clk_routes.png
Scale: 4 px per um.
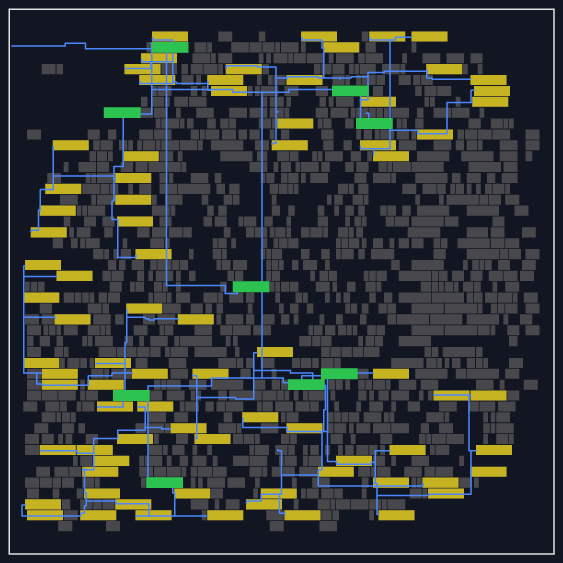
placement_by_type.png
Scale: 2 px per um. Fill, decap, tap and diode cells in grey.
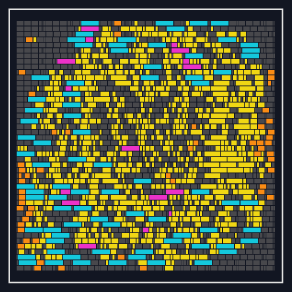
power_grid.png
Scale: 3 px per um. Pins as bars on the die edge.
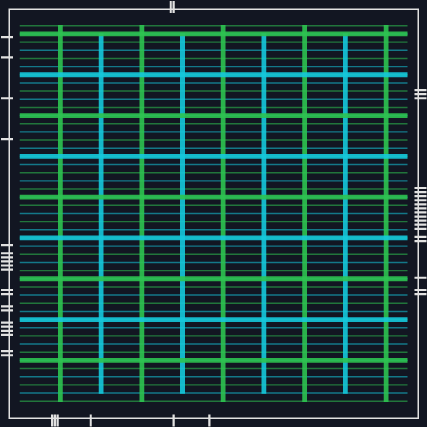
wires.png
Scale: 3 px per um. Two of the layers only.
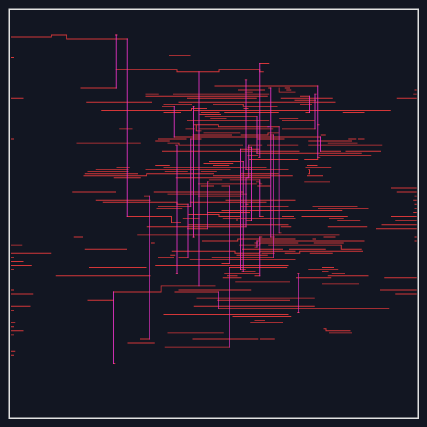
===== config.mk =====
export PLATFORM = sky130hd
export DESIGN_NAME = issue_scoreboard
export DESIGN_NICKNAME = d
export VERILOG_FILES = /design/src/rtl/cpu_pkg.sv /design/src/rtl/sb_counter.sv /design/src/rtl/issue_scoreboard.sv
export SDC_FILE = /design/constraint.sdc
export NUM_CORES = 1
export LEC_CHECK = 0
export CAP_MARGIN = 20
export CORE_MARGIN = 3
export CORE_UTILIZATION = 50
export CTS_CLUSTER_SIZE = 25
export DETAILED_ROUTE_END_ITERATION = 10
export HOLD_SLACK_MARGIN = 0.06
export PLACE_DENSITY = 0.69
export SETUP_SLACK_MARGIN = 0.4
export SLEW_MARGIN = 20
export SYNTH_ARGS = -nofsm -noshare
export SYNTH_HDL_FRONTEND = slang
export SYNTH_SLANG_ARGS = --single-unit

===== constraint.sdc =====
create_clock -name clock -period 8.3 [get_ports clock]
set_input_delay 1.66 -clock clock [delete_from_list [all_inputs] [get_ports clock]]
set_output_delay 1.66 -clock clock [all_outputs]
set_load 0.01 [all_outputs]

===== src/rtl/cpu_pkg.sv =====
// Shared CPU-wide definitions: architectural register file geometry.
package cpu_pkg;
    localparam int NUM_REGS = 32;
    localparam int REG_W    = 5;

    typedef logic [REG_W-1:0] reg_idx_t;
endpackage


===== src/rtl/sb_counter.sv =====
// One in-flight write counter for a single architectural register.
// Simultaneous inc and dec cancel. The count never wraps in either direction.
module sb_counter
    import cpu_pkg::*;
#(
    parameter int CNT_W = 2
) (
    input  logic clock,
    input  logic reset,
    input  logic inc,
    input  logic dec,
    input  logic clr,
    output logic nz,
    output logic is_one,
    output logic is_max,
    output logic udf
);
    localparam logic [CNT_W-1:0] CNT_MAX = '1;
    localparam logic [CNT_W-1:0] CNT_ONE = CNT_W'(1);

    logic [CNT_W-1:0] cnt;

    // Count register: clear wins, then a net increment or decrement.
    always_ff @(posedge clock or posedge reset) begin
        if (reset) begin
            cnt <= '0;
        end else if (clr) begin
            cnt <= '0;
        end else if (inc && !dec) begin
            if (cnt != CNT_MAX) cnt <= cnt + CNT_ONE;
        end else if (dec && !inc) begin
            if (cnt != '0) cnt <= cnt - CNT_ONE;
        end
    end

    assign nz     = (cnt != '0);
    assign is_one = (cnt == CNT_ONE);
    assign is_max = (cnt == CNT_MAX);
    // A lone decrement at zero means a writeback with no matching issue.
    assign udf    = dec && !inc && !clr && (cnt == '0);
endmodule


===== src/rtl/issue_scoreboard.sv =====
// Register-hazard scoreboard: holds decoder issue while a source register has an
// outstanding write or the destination's in-flight count is saturated.
module issue_scoreboard
    import cpu_pkg::*;
#(
    parameter int NUM_REGS = cpu_pkg::NUM_REGS,
    parameter int REG_W    = cpu_pkg::REG_W,
    parameter int CNT_W    = 2,
    parameter int BYPASS   = 1,
    parameter int STALL_W  = 16
) (
    input  logic               clock,
    input  logic               reset,
    input  logic               issue_valid,
    output logic               issue_ready,
    input  logic [REG_W-1:0]   rs_sel,
    input  logic               rs_used,
    input  logic [REG_W-1:0]   rt_sel,
    input  logic               rt_used,
    input  logic [REG_W-1:0]   dst_sel,
    input  logic               dst_write,
    input  logic               wb_valid,
    input  logic [REG_W-1:0]   wb_sel,
    input  logic               flush,
    output logic               busy,
    output logic               underflow,
    output logic [STALL_W-1:0] stall_cnt
);
    logic [NUM_REGS-1:0] nz_v;
    logic [NUM_REGS-1:0] one_v;
    logic [NUM_REGS-1:0] max_v;
    logic [NUM_REGS-1:0] udf_v;
    logic                issue_fire;
    logic                pend_rs;
    logic                pend_rt;
    logic                dst_full;

    // Register 0 is hardwired and never carries a hazard.
    assign nz_v[0]  = 1'b0;
    assign one_v[0] = 1'b0;
    assign max_v[0] = 1'b0;
    assign udf_v[0] = 1'b0;

    for (genvar g = 1; g < NUM_REGS; g++) begin : g_cnt
        sb_counter #(.CNT_W(CNT_W)) u_cnt (
            .clock  (clock),
            .reset  (reset),
            .inc    (issue_fire && dst_write && (dst_sel == REG_W'(g))),
            .dec    (wb_valid && (wb_sel == REG_W'(g))),
            .clr    (flush),
            .nz     (nz_v[g]),
            .is_one (one_v[g]),
            .is_max (max_v[g]),
            .udf    (udf_v[g])
        );
    end

    // A source is pending unless its last outstanding write lands this very cycle.
    always_comb begin
        pend_rs = nz_v[rs_sel];
        pend_rt = nz_v[rt_sel];
        if ((BYPASS != 0) && wb_valid && (wb_sel == rs_sel) && one_v[rs_sel]) pend_rs = 1'b0;
        if ((BYPASS != 0) && wb_valid && (wb_sel == rt_sel) && one_v[rt_sel]) pend_rt = 1'b0;
        dst_full    = dst_write && (dst_sel != '0) && max_v[dst_sel];
        issue_ready = !flush && !(rs_used && pend_rs) && !(rt_used && pend_rt) && !dst_full;
    end

    assign issue_fire = issue_valid && issue_ready;
    assign busy       = |nz_v;

    // Sticky underflow flag, cleared only by reset.
    always_ff @(posedge clock or posedge reset) begin
        if (reset) underflow <= 1'b0;
        else if (|udf_v) underflow <= 1'b1;
    end

    // Saturating count of cycles where the decoder waited on us.
    always_ff @(posedge clock or posedge reset) begin
        if (reset) stall_cnt <= '0;
        else if (issue_valid && !issue_ready && (stall_cnt != '1))
            stall_cnt <= stall_cnt + STALL_W'(1);
    end
endmodule


==> out/metrics.cfg <==
[route]
detail_route.wirelength_um=27200
drt_pass1_iterations=8
first_iter_violations=1035

[synthesis]
synth.area.top_cells=sky130_fd_sc_hd__dfrtp_1 (23%), sky130_fd_sc_hd__ha_1 (14%), sky130_fd_sc_hd__mux4_2 (9.4%), sky130_fd_sc_hd__mux2i_1 (6.5%), sky130_fd_sc_hd__xnor2_1 (5.2%)
async_reset_ff_frac=1.00
synth_net_count=1088
post_synth_inst_count=966
synth_warnings=0
netlist.top_cell.by_area=sky130_fd_sc_hd__dfrtp_1
ys_types=65
yosys_most_used_dff=sky130_fd_sc_hd__dfrtp_1
most_common_cell=sky130_fd_sc_hd__nor2_1
post_synth_most_frequent_cells=sky130_fd_sc_hd__nor2_1 (109), sky130_fd_sc_hd__ha_1 (94), sky130_fd_sc_hd__dfrtp_1 (79)
syn-cell-area_mm2=0.00843
synth-seq-area-share=0.235
synth_area_per_cell_um2=8.72

[global_routing]
grt-ovfl-total=0
initial_antenna_violation_count=0
grt_max_degree=64
grtUsageTotal=0.303

[final_timing]
worst_slew_margin_rel=0.171
timing.setup.tns_ns=0
rsz0062_at_grt=false
fin_crit_sh=0.846
max_slew.worst_pin.slew_ns=1.24
fmax_mhz=142
setup-violations-final=0

[critical_path]
crit_chain=clkdlybuf4s50_1 > mux4_2 > a22oi_1 > o21ai_1 > a311o_1 > a21oi_4 > nand2_1 > inv_2 > clkdlybuf4s50_1
setup.worst_path.start_class=input pin
critPathMostFrequentCell=sky130_fd_sc_hd__clkdlybuf4s50_1
regToRegEndpoint=underflow
setup.reg_to_reg.worst_slack_ns=4.28
critical_path.top_delay_family=buffers and inverters
rr_startpoint=g_cnt[12].u_cnt.cnt[0]
crit_path_largest_cell_delay_ns=1.03

[clock_tree]
post_cts.repair.setup_buffers=0
cts_buffer_depth=2
post_cts_resize_count=0
clock-sinks=79
cts_hold_repair.buffers=0

[min_path]
hold_depth=1
hold_path_startpoint=stall_cnt[11]
hold_path_class=reg -> reg

[status]
status=completed

[power_and_ir_drop]
p_leak_nw=3.91

[job]
maxCapViolCount=0

[placement]
dp.final_hpwl_um=20200

[die]
initial_core_util=0.521

[final_layout]
fin_nets=1105

-- clk_routes.png (at the start) --
clock wires: marked blue, length 1310 um. clock drivers: marked green, count 9. flip-flops: marked yellow, count 79.
Position of the flops: widely spread. There are 10 routed clock nets.

-- placement_by_type.png (at the start) --
remaining buffers and delay cells: marked orange, cells 54. combinational and other logic: marked yellow, cells 839. clock drivers and dummy loads: marked magenta, cells 16. sequential cells: marked cyan, cells 79.

-- power_grid.png (at the start) --
VDD: marked cyan. VSS: marked green.
47 met1 rails follow the rows. 9 straps on met5. The core has 46 rows. 9 straps on met4. 47 signal pins sit on the boundary.

-- wires.png (at the start) --
metal 4: marked magenta, wire length 845 um. metal 3: marked red, wire length 3110 um.

metrics by stage:
step                setup slack [ns]  instance area [um^2]   util
finish                          1.28                  9290  0.574
global route                    1.10                  9290  0.574
CTS                             1.31                  9290  0.575
detailed placement              1.33                  9000  0.557
global placement                1.42                  9000  0.557
floorplan                       2.91                  8430      -
routing by layer:
metal  vias up  part of all wire  wire length (um)  global-route usage
met5         -                 0                 0                   0
met4         0             0.031               845               0.105
met3        74              0.11              3110              0.0703
met2       431              0.43             11800               0.447
met1      3752              0.42             11500               0.439
li1       3552                 -                 -                   -
logic make-up (layout without fill, tap and decap cells):
family | Yosys count | after routing | synth area share
simple gates | 351 | 351 | 0.200
fa+ha+maj | 94 | 94 | 0.140
compound gates | 167 | 167 | 0.144
xor+xnor | 54 | 54 | 0.0561
flops | 79 | 79 | 0.235
buf+inv | 126 | 148 | 0.0601
mux | 95 | 95 | 0.166
flip-flops by register name, summed over array words and instances, names as in the netlist:
signal / count
underflow: 1
g_cnt.u_cnt.cnt: 62
stall_cnt: 16
cell type report:
cell class                      count  area [um^2]
Fill cell                        1453         6890
Multi-Input combinational cell    761         5940
Sequential cell                    79         1980
Timing Repair Buffer               54          510
Inverter                           78          294
Tap cell                          216          270
Clock buffer                       10          239
Clock inverter                      6         51.3
worst max path at each step:
stage	end	slack, ns	cells past startpoint
after floorplan	issue_ready	2.91	10
after global placement	issue_ready	1.42	9
final	issue_ready	1.28	9
after detailed placement	issue_ready	1.33	9
after global routing	issue_ready	1.10	9
after CTS	issue_ready	1.31	9
power by group through the flow:
stage	combinational [mW]	clock (mW)	sequential [mW]
finish	0.360	0.401	0.457
global route	0.387	0.419	0.462
CTS	0.354	0.409	0.456
detailed placement	0.353	0	0.463
global placement	0.349	0	0.463
floorplan	0.219	0	0.460
No activity file was given, so power comes from the tool's default toggle rates.
